===== src/rtl/bitmap_sprite_engine.sv =====
// Multi-slot glyph sprite engine: pixel stream in, registered pixel-on/glyph/slot out after 3 cycles.
// Build macro SPRITE_BLINK_EN adds frame-counter blinking of slots selected by blinkMask.
module bitmap_sprite_engine #(
  parameter int WIDTH       = 240,
  parameter int HEIGHT      = 320,
  parameter int BITS_WIDTH  = 8,
  parameter int BITS_HEIGHT = 9,
  parameter int BITMAP_SIZE = 78,
  parameter int NUM_SLOTS   = 9,
  parameter int SLOT_BITS   = 4,
  parameter int BLINK_SHIFT = 4
) (
  input  logic                   clock,
  input  logic                   resetn,
  input  logic                   enable,
  input  logic                   pixValid,
  input  logic [BITS_WIDTH-1:0]  xAddLCD,
  input  logic [BITS_HEIGHT-1:0] yAddLCD,
  input  logic                   cfgWrite,
  input  logic [SLOT_BITS-1:0]   cfgSlot,
  input  logic [1:0]             cfgGlyph,
  input  logic [BITS_WIDTH-1:0]  cfgX,
  input  logic [BITS_HEIGHT-1:0] cfgY,
  input  logic                   cfgClear,
  input  logic                   frameStart,
  input  logic [NUM_SLOTS-1:0]   blinkMask,
  output logic [6:0]             romAddress,
  output logic [1:0]             romGlyph,
  input  logic [BITMAP_SIZE-1:0] romData,
  output logic                   pixOutValid,
  output logic                   pixOn,
  output logic [1:0]             pixGlyph,
  output logic [SLOT_BITS-1:0]   pixSlot
);

  localparam int         RW      = 7;
  localparam logic [1:0] G_EMPTY = 2'd0;
  localparam logic       CFG_OK  = (WIDTH <= (1 << BITS_WIDTH)) && (HEIGHT <= (1 << BITS_HEIGHT)) &&
                                   (BLINK_SHIFT < 31) && (NUM_SLOTS <= (1 << SLOT_BITS));

  logic [BITS_WIDTH-1:0]  slot_x_q [NUM_SLOTS];
  logic [BITS_HEIGHT-1:0] slot_y_q [NUM_SLOTS];
  logic [1:0]             slot_g_q [NUM_SLOTS];

  // Slot indices that do not exist simply match no loop iteration; reserved glyph 3 is stored as empty.
  always_ff @(posedge clock or negedge resetn) begin
    if (!resetn) begin
      for (int s = 0; s < NUM_SLOTS; s++) begin
        slot_x_q[s] <= '0;
        slot_y_q[s] <= '0;
        slot_g_q[s] <= G_EMPTY;
      end
    end else if (cfgClear) begin
      for (int s = 0; s < NUM_SLOTS; s++) slot_g_q[s] <= G_EMPTY;
    end else if (cfgWrite) begin
      for (int s = 0; s < NUM_SLOTS; s++) begin
        if (cfgSlot == SLOT_BITS'(s)) begin
          slot_x_q[s] <= cfgX;
          slot_y_q[s] <= cfgY;
          slot_g_q[s] <= (cfgGlyph == 2'd3) ? G_EMPTY : cfgGlyph;
        end
      end
    end
  end

  logic [NUM_SLOTS-1:0] blink_sup;
`ifdef SPRITE_BLINK_EN
  logic [BLINK_SHIFT:0] frame_cnt_q;
  always_ff @(posedge clock or negedge resetn) begin
    if (!resetn)         frame_cnt_q <= '0;
    else if (frameStart) frame_cnt_q <= frame_cnt_q + 1'b1;
  end
  assign blink_sup = frame_cnt_q[BLINK_SHIFT] ? blinkMask : '0;
  logic unused_cfg;
  assign unused_cfg = CFG_OK;
`else
  assign blink_sup = '0;
  logic unused_cfg;
  assign unused_cfg = ^{blinkMask, frameStart, CFG_OK};
`endif

  // S0: hit test at one extra bit so edge-straddling slots clip instead of wrapping; lowest index wins.
  logic                   hit_s0;
  logic [1:0]             glyph_s0;
  logic [SLOT_BITS-1:0]   slot_s0;
  logic [RW-1:0]          row_s0, col_s0;
  logic [BITS_WIDTH:0]    x_end;
  logic [BITS_HEIGHT:0]   y_end;

  always_comb begin
    hit_s0   = 1'b0;
    glyph_s0 = G_EMPTY;
    slot_s0  = '0;
    row_s0   = '0;
    col_s0   = '0;
    x_end    = '0;
    y_end    = '0;
    for (int s = NUM_SLOTS - 1; s >= 0; s--) begin
      x_end = {1'b0, slot_x_q[s]} + (BITS_WIDTH + 1)'(BITMAP_SIZE);
      y_end = {1'b0, slot_y_q[s]} + (BITS_HEIGHT + 1)'(BITMAP_SIZE);
      if (enable && (slot_g_q[s] != G_EMPTY) && !blink_sup[s] &&
          (xAddLCD >= slot_x_q[s]) && ({1'b0, xAddLCD} < x_end) &&
          (yAddLCD >= slot_y_q[s]) && ({1'b0, yAddLCD} < y_end)) begin
        hit_s0   = 1'b1;
        glyph_s0 = slot_g_q[s];
        slot_s0  = SLOT_BITS'(s);
        col_s0   = RW'(xAddLCD - slot_x_q[s]);
        row_s0   = RW'(yAddLCD - slot_y_q[s]);
      end
    end
  end

  logic                 vld_p1_q, hit_p1_q;
  logic [1:0]           glyph_p1_q;
  logic [SLOT_BITS-1:0] slot_p1_q;
  logic [RW-1:0]        row_p1_q, col_p1_q;
  logic                 vld_p2_q, hit_p2_q;
  logic [1:0]           glyph_p2_q;
  logic [SLOT_BITS-1:0] slot_p2_q;
  logic [RW-1:0]        col_p2_q;

  // S1 -> S2 -> S3: row/column are zero on a miss, so the ROM sees address 0 and glyph 0.
  always_ff @(posedge clock or negedge resetn) begin
    if (!resetn) begin
      vld_p1_q    <= 1'b0;
      hit_p1_q    <= 1'b0;
      glyph_p1_q  <= '0;
      slot_p1_q   <= '0;
      row_p1_q    <= '0;
      col_p1_q    <= '0;
      vld_p2_q    <= 1'b0;
      hit_p2_q    <= 1'b0;
      glyph_p2_q  <= '0;
      slot_p2_q   <= '0;
      col_p2_q    <= '0;
      pixOutValid <= 1'b0;
      pixOn       <= 1'b0;
      pixGlyph    <= '0;
      pixSlot     <= '0;
    end else begin
      vld_p1_q    <= pixValid;
      hit_p1_q    <= hit_s0;
      glyph_p1_q  <= glyph_s0;
      slot_p1_q   <= slot_s0;
      row_p1_q    <= row_s0;
      col_p1_q    <= col_s0;
      vld_p2_q    <= vld_p1_q;
      hit_p2_q    <= hit_p1_q;
      glyph_p2_q  <= glyph_p1_q;
      slot_p2_q   <= slot_p1_q;
      col_p2_q    <= col_p1_q;
      pixOutValid <= vld_p2_q;
      pixOn       <= hit_p2_q & romData[col_p2_q];
      pixGlyph    <= glyph_p2_q;
      pixSlot     <= slot_p2_q;
    end
  end

  assign romAddress = row_p1_q;
  assign romGlyph   = glyph_p1_q;

endmodule


===== config.mk =====
export PLATFORM = sky130hd
export DESIGN_NAME = bitmap_sprite_engine
export DESIGN_NICKNAME = d
export VERILOG_FILES = /design/src/rtl/bitmap_sprite_engine.sv
export SDC_FILE = /design/constraint.sdc
export NUM_CORES = 1
export LEC_CHECK = 0
export CELL_PAD_IN_SITES_DETAIL_PLACEMENT = 1
export CELL_PAD_IN_SITES_GLOBAL_PLACEMENT = 2
export CORE_UTILIZATION = 34
export DETAILED_ROUTE_END_ITERATION = 6
export HOLD_SLACK_MARGIN = 0.03
export PLACE_DENSITY = 0.8
export SETUP_SLACK_MARGIN = 0.15
export SLEW_MARGIN = 30
export SYNTH_ARGS = -nofsm -noshare
export SYNTH_HDL_FRONTEND = slang
export SYNTH_SLANG_ARGS = --single-unit

===== constraint.sdc =====
create_clock -name clock -period 3.3 [get_ports clock]
set_input_delay 0.495 -clock clock [delete_from_list [all_inputs] [get_ports clock]]
set_output_delay 0.495 -clock clock [all_outputs]
set_load 0.1 [all_outputs]

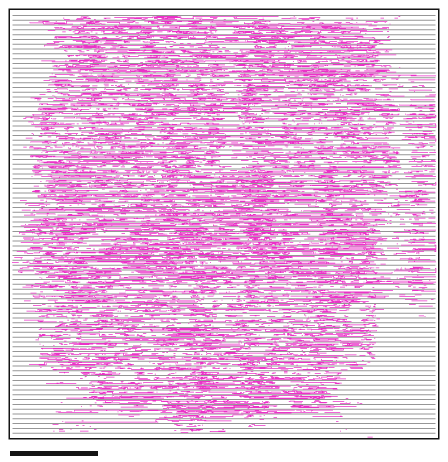
run_1/met1.png
Bar = 50 um. Supply wires on this layer in gray.
The wires run mostly horizontal. 3,184 nets have wire on it. The layer carries 36.3 mm of wire.
via total after detailed routing: 20,360
Global Route met1 Usage: 34.87%

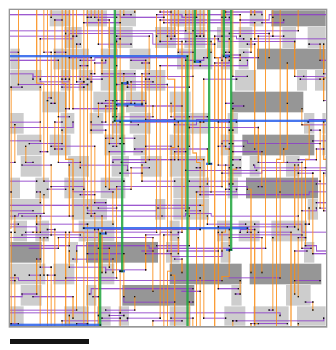
run_1/zoom.png
Bar = 10 um. Window x 162 to 202, y 41 to 81 um. Cells in gray, sequential cells in the stronger gray; small squares are vias.
Key: orange = met2; blue = met3; purple = met1; green = met4
97 logic cells have their middle in the window. Most frequent: buf_4 (17), ha_1 (16). Sequential cells in the window: 9. Netlist names of flops here include slot_x_q (9).

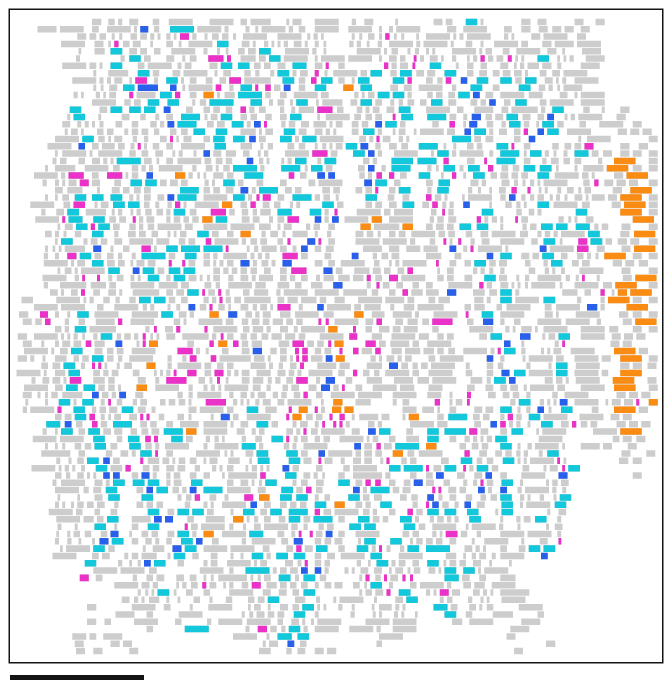
run_1/gate_families.png
Bar = 50 um.
Key: magenta = NOR gates [cells 211, most used nor2_1]; orange = multiplexers [cells 57, most used mux4_2]; blue = AND-OR and OR-AND gates [cells 104, most used a21o_1]; cyan = adder and majority cells [cells 324, most used ha_1, where all over the die]

==> run_results.csv, run 1 <==
group,metric,value,unit
final_timing,worst_skew,12.57,ps
layout,instances_no_fill,3699,
synth,top_cell,"sky130_fd_sc_hd__ha_1",
detailed_routing,antenna_left,0,
cts,numClockSinks,216,
cts,worst_skew_pair.late_latency,610,ps
layout,layout-drive-gt1-share,31.83,%
floorplan,placement_rows,87,
synth,postSynth.topFlopCell,"sky130_fd_sc_hd__dfrtp_1",
cts,cts.repair.resized,166,
final_timing,max_slew.worst_pin.slew,983.7,ps
floorplan,floorplan.initialDensity,34.66,%
synth,yosys-stat-area,19660,um2
worst_setup_path,reg2reg_slack,-310,ps
floorplan,floorplan.die_area,58780,um2
detailed_routing,route.detailed.vias_per_inst,5.503,
synth,yosys.stat.seqShare,27.50,%
worst_setup_path,r2r.worst_path.cells,17,
hold_path,min_path_cells,1,
placed_design,gp_congestion,0.9670,
run_status,failed_checks,"negative setup slack",
synth,netlist-cell-type-count,82,
power_and_ir_drop,power.static_leakage,0.01344,uW
power_and_ir_drop,finalPower,17090,uW
layout,mostFrequentLayoutCell,"sky130_fd_sc_hd__buf_4",
synth,yosysTopAreaCell,"sky130_fd_sc_hd__dfrtp_1",
synth,top_area_share,27.50,%
cts,cts_hold_buffers,1,
synth,synth.net_count,2668,
cts,cts-buffers-inserted,31,
placed_design,place.detailed.instances,3560,
worst_setup_path,endpoint,"romAddress[1]",
worst_setup_path,crit_path_max_fanout,5,
hold_path,holdCritPathClass,"in2reg",
final_timing,hold_viol_final,0,
cts,cts_max_path_buffers,3,
synth,post_synth.cell_area_avg,8.894,um2
final_timing,final_min_period_over_clock_period,109.5,%
global_route,grt_pass1_vias,22220,
synth,numSynthFlops,216,
detailed_routing,route.detailed.wl_per_inst,23.90,um
worst_setup_path,worst_setup_path_start_kind,"register",
synth,synthCells,2210,
detailed_routing,postRouteWirelength,88400,um
synth,yosys_cells,2210,
final_timing,max_freq,0.2768,GHz
worst_setup_path,crit_start,"slot_x_q[49]",
cts,root_buffer,"sky130_fd_sc_hd__clkbuf_16",
worst_setup_path,worstPathCellList,"inv_2 -> ha_4 -> nand2_4 -> a31oi_4 -> xnor2_2 -> ha_2 -> or4_4 -> a21oi_2 -> o21ai_1 -> nor3b_2 -> buf_4 -> or4_4 -> buf_12 -> and2_4 -> buf_4 -> a221oi_2 -> o22ai_1",
layout,final_nets,3374,
cts,htree_num_levels,1,
global_route,global_route.usage.total,29.13,%
global_route,global_route_wire_length_before_repair,132000,um
worst_setup_path,cp_num_buf_inv,4,
run_status,status,"finished with violations",
worst_setup_path,critical-path-top-delay-family,"simple AND/OR/NAND/NOR gates",
layout,syn_to_final_growth,48.05,%
flow_run,timing.max_cap.violations,0,
final_timing,layout_min_cycle_time,3613,ps
final_timing,report.final.setup_viol,19,
synth,postSynth.asyncResetShare,100.0,%
cts,post_cts_buffers,36,
synth,synth-warning-count,0,
global_route,antenna_found_initial,3,
final_timing,final_critical_path_setup_slack,-312.9,ps
detailed_routing,drtIter0Drc,1033,
## run 1: where the power goes
part	internal, uW	switching (uW)
clock network	2180	1570
registers	3090	399
logic	4770	5090
## run 1: state kept, by name (all words and copies together) (netlist names), 2 cells and up
register,count
col_p1_q,7
pixSlot,4
slot_p2_q,4
slot_x_q,72
slot_y_q,81
slot_p1_q,4
slot_g_q,18
romGlyph,2
pixGlyph,2
glyph_p2_q,2
col_p2_q,7
romAddress,7
## run 1: kinds of logic (layout without fill, tap and decap cells)
group	Yosys count	count (layout)	synth area share (%)
and+or+nand+nor	565	566	13.91
AOI/OAI and AO/OA	641	641	20.22
DFF	216	216	27.50
xor gates and xnor gates	166	166	7.397
adders and majority gates	324	324	21.65
other	0	2	0
buffers and inverters	241	971	4.768
muxes	57	57	4.545
## run 1: final cells by class
class | count | share of cell area [%]
flip-flops and latches | 216 | 18.57
clock buffers | 32 | 2.713
multi-input cells | 1754 | 50.25
repair buffers | 745 | 21.86
diodes | 2 | 0.01720
inverters | 168 | 2.206
clock inverters | 26 | 1.122
well taps | 756 | 3.250
## run 1: per-layer routing
| layer | global-route usage, % | share of wire (%) | up-vias |
|---|---|---|---|
| met1 | 34.87 | 41 | 10240 |
| li1 | - | - | 9393 |
| met4 | 11.90 | 4.7 | 2 |
| met2 | 52.62 | 50 | 518 |
| met3 | 3.279 | 4.3 | 200 |
| met5 | 0 | 0.015 | - |
## run 1: through the flow
step	hold WS, ps	cell area, um2	setup slack (ps)	TNS, ps
2_1_floorplan	199.4	19740	131.6	0
3_3_place_gp	332.8	26010	-851.2	-13670
3_5_place_dp	335.6	26010	-912.9	-15370
4_1_cts	316.4	28270	-272.7	-2455
5_1_grt	338.3	29100	-389.2	-5411
6_report	332.8	29100	-312.9	-3466
==> inputs of run 2 (changes only) <==
ABC_AREA = 1   (was not set)
CORE_UTILIZATION = 32   (was 34)
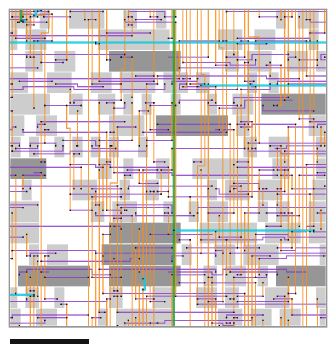
run_2/zoom.png
Bar = 10 um. Window x 172 to 212, y 44 to 84 um. Cells in gray, sequential cells in the stronger gray; small squares are vias.
Key: cyan = met3; orange = met2; purple = met1; green = met4
Most frequent: buf_4 (21), nand2_1 (15), o21ai_0 (12). Sequential cells in the window: 9. 108 logic cells have their middle in the window. Netlist names of flops here include romAddress (5), slot_y_q (4).

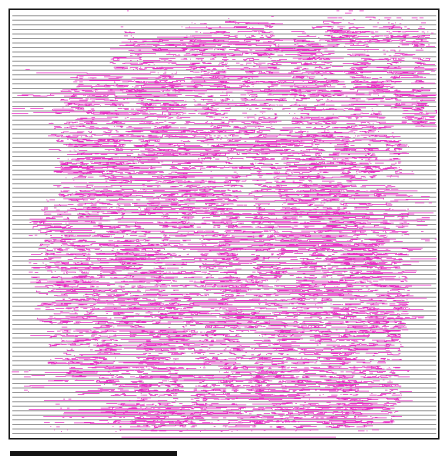
run_2/met1.png
Bar = 100 um. Supply wires on this layer in gray.
The wires run mostly horizontal. The layer carries 35.7 mm of wire. 3,478 nets have wire on it. The layer holds 45% of the routed length. The longest straight run is 128 um.
Global Route met1 Usage: 30.23%
final WL: 79,700 um
via total after detailed routing: 20,850

==> run 2 against run 1 <==
Effect of this change:
- the run now ends clean
- via count rose by 2.4%
- wire length shrank 9.8%
- combinational power is 22% lower
- die area rose by 12%
- highest routed layer is now met4
==> run_results.csv, run 2 <==
group,metric,value,unit
layout,number_of_flip_flops_in_the_largest_register,81,
final_timing,worst_skew,21.76,ps
placed_design,gp_congestion,0.8892,
synth,area_fraction_in_mux_cells,0.09665,%
final_timing,final_critical_path_setup_slack,206.9,ps
cts,numClockSinks,216,
final_timing,layout_min_cycle_time,3093,ps
worst_setup_path,endpoint,"romAddress[3]",
placed_design,place.detailed.instances,4004,
synth,postSynth.topFlopCell,"sky130_fd_sc_hd__dfrtp_1",
synth,yosys.stat.seqShare,26.10,%
global_route,global_route.usage.met2,42.87,%
floorplan,floorplan.die_area,65750,um2
cts,path_clk_slew,70,ps
synth,numSynthFlops,216,
worst_setup_path,crit_start,"slot_y_q[55]",
synth,yosys-stat-area,20710,um2
floorplan,floorplan.initialDensity,32.60,%
cts,root_buffer,"sky130_fd_sc_hd__clkbuf_16",
cts,htree_num_levels,1,
worst_setup_path,crit_path_max_fanout,6,
layout,instances_no_fill,4096,
layout,layout-drive-gt1-share,18.03,%
final_timing,final_min_period_over_clock_period,93.73,%
synth,postSynth.asyncResetShare,100.0,%
layout,final_nets,3684,
synth,adder_share,20.55,%
worst_setup_path,reg2reg_slack,210,ps
detailed_routing,route.detailed.vias_per_inst,5.091,
synth,simple_gate_share_of_the_synthesized_area,20.44,%
detailed_routing,antenna_left,0,
worst_setup_path,worstPathCellList,"inv_2 -> ha_1 -> a21oi_2 -> nand2_1 -> nand2_1 -> xor2_1 -> ha_1 -> a21oi_1 -> o21ai_0 -> nor3_1 -> nand2_1 -> buf_6 -> buf_4 -> buf_4 -> o21ai_0 -> inv_1 -> nand2_2 -> a21oi_2",
final_timing,hold_viol_final,0,
worst_setup_path,r2r.worst_path.cells,18,
final_timing,worst_hold_margin,332.2,ps
global_route,antenna_found_initial,3,
final_timing,max_freq,0.3233,GHz
layout,diodes,0,
synth,post_synth.cell_area_avg,7.472,um2
hold_path,min_path_cells,1,
synth,top_area_share,26.10,%
global_route,grt.met3_usage,1.997,%
detailed_routing,route.detailed.wl_per_inst,19.46,um
power_and_ir_drop,power.static_leakage,0.01332,uW
flow_run,timing.max_cap.violations,0,
global_route,global_route_wire_length_before_repair,124600,um
final_timing,setup_tns,0,ps
layout,syn_to_final_growth,33.06,%
layout,largest_register,"slot_y_q",
global_route,grt_busiest_layer,"met2",
worst_setup_path,worst_setup_path_start_kind,"register",
placed_design,placed_area,25530,um2
final_timing,max_slew.worst_pin.slew,993.8,ps
synth,ys_sh_xor,7.738,%
placed_design,pre_cts_slack,-513.4,ps
hold_path,holdCritPathClass,"in2reg",
global_route,global_route.usage.total,23.86,%
global_route,grt_pass1_vias,22650,
synth,top_cell,"sky130_fd_sc_hd__nand2_1",
power_and_ir_drop,finalPower,15150,uW
cts,worst_skew_pair.late_latency,620,ps
layout,biggest_registers_after_layout,"slot_y_q x81, slot_x_q x72, slot_g_q x18",
synth,yosys_cells,2772,
run_status,status,"finished clean",
floorplan,placement_rows,92,
cts,cts-buffers-inserted,30,
synth,synth.net_count,3230,
layout,mostFrequentLayoutCell,"sky130_fd_sc_hd__nand2_1",
final_timing,report.final.setup_viol,0,
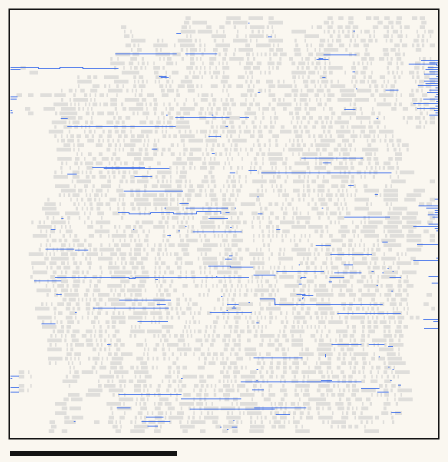
run_2/met3.png
Bar = 100 um. Cells faint in the background.
The layer holds 2.5% of the routed length. The layer carries 2,000 um of wire. The wires run mostly horizontal. The longest straight run is 77.7 um. 129 nets have wire on it.

[run 2: cell types whose count changed after synthesis, sizes merged, moves of 46 or more]
cell,delta
nand3,+97
a21oi,+75
xnor2,-86
xor2,+103
inv,+198
nand2,+337
o21ai,+54
nand2b,-46
nor2,+97
[run 2: timing repair]
action | in CTS | in global routing
hold buffers | 1 | 0
hold endpoints to repair | 53 | 0
gates resized | 25 | 141
buffers inserted | 8 | 26
cloned | 0 | 1
endpoints found under the setup margin | 20 | 21
pin swaps | 9 | 92
[run 2: worst max-delay path: cells and delay by family (launching register included)]
kind                     cells  cell delay [ps]
AND/OR/NAND/NOR              5              660
XOR/XNOR                     1              180
adder cells (fa/ha/maj)      2              510
buffers and inverters        5              570
AND-OR/OR-AND                5              710
flip-flops                   1              370
[run 2: where the power goes]
| part | leakage [uW] | switching [uW] | total (uW) | internal [uW] |
|---|---|---|---|---|
| Clock | 0.000579 | 1450 | 4030 | 2590 |
| Combinational | 0.00990 | 4310 | 7650 | 3340 |
| Sequential | 0.00284 | 385 | 3460 | 3080 |
[run 2: logic make-up (layout without fill, tap and decap cells)]
kind of cell             count (synthesis)  count (layout)
multiplexers                             2               2
AND-OR/OR-AND                          629             629
AND/OR/NAND/NOR                        990             990
buffers and inverters                  428             906
flip-flops                             216             216
XOR/XNOR                               183             183
adder cells (fa/ha/maj)                324             324
[run 2: layout make-up]
class,instances,area (um2),share of cell area (%)
Clock buffer,34,795.8,2.887
Timing Repair Buffer,484,4414,16.02
Tap cell,846,1059,3.841
Inverter,366,1386,5.030
Sequential cell,216,5406,19.62
Multi-Input combinational cell,2128,14090,51.12
Clock inverter,22,410.4,1.489
[run 2: routing by layer]
layer / vias up / wire (um)
li1: 10180 / -
met1: 10310 / 35740
met2: 259 / 39730
met3: 104 / 2002
met4: 0 / 2225
met5: - / 0
No activity file was given, so power comes from the tool's default toggle rates.
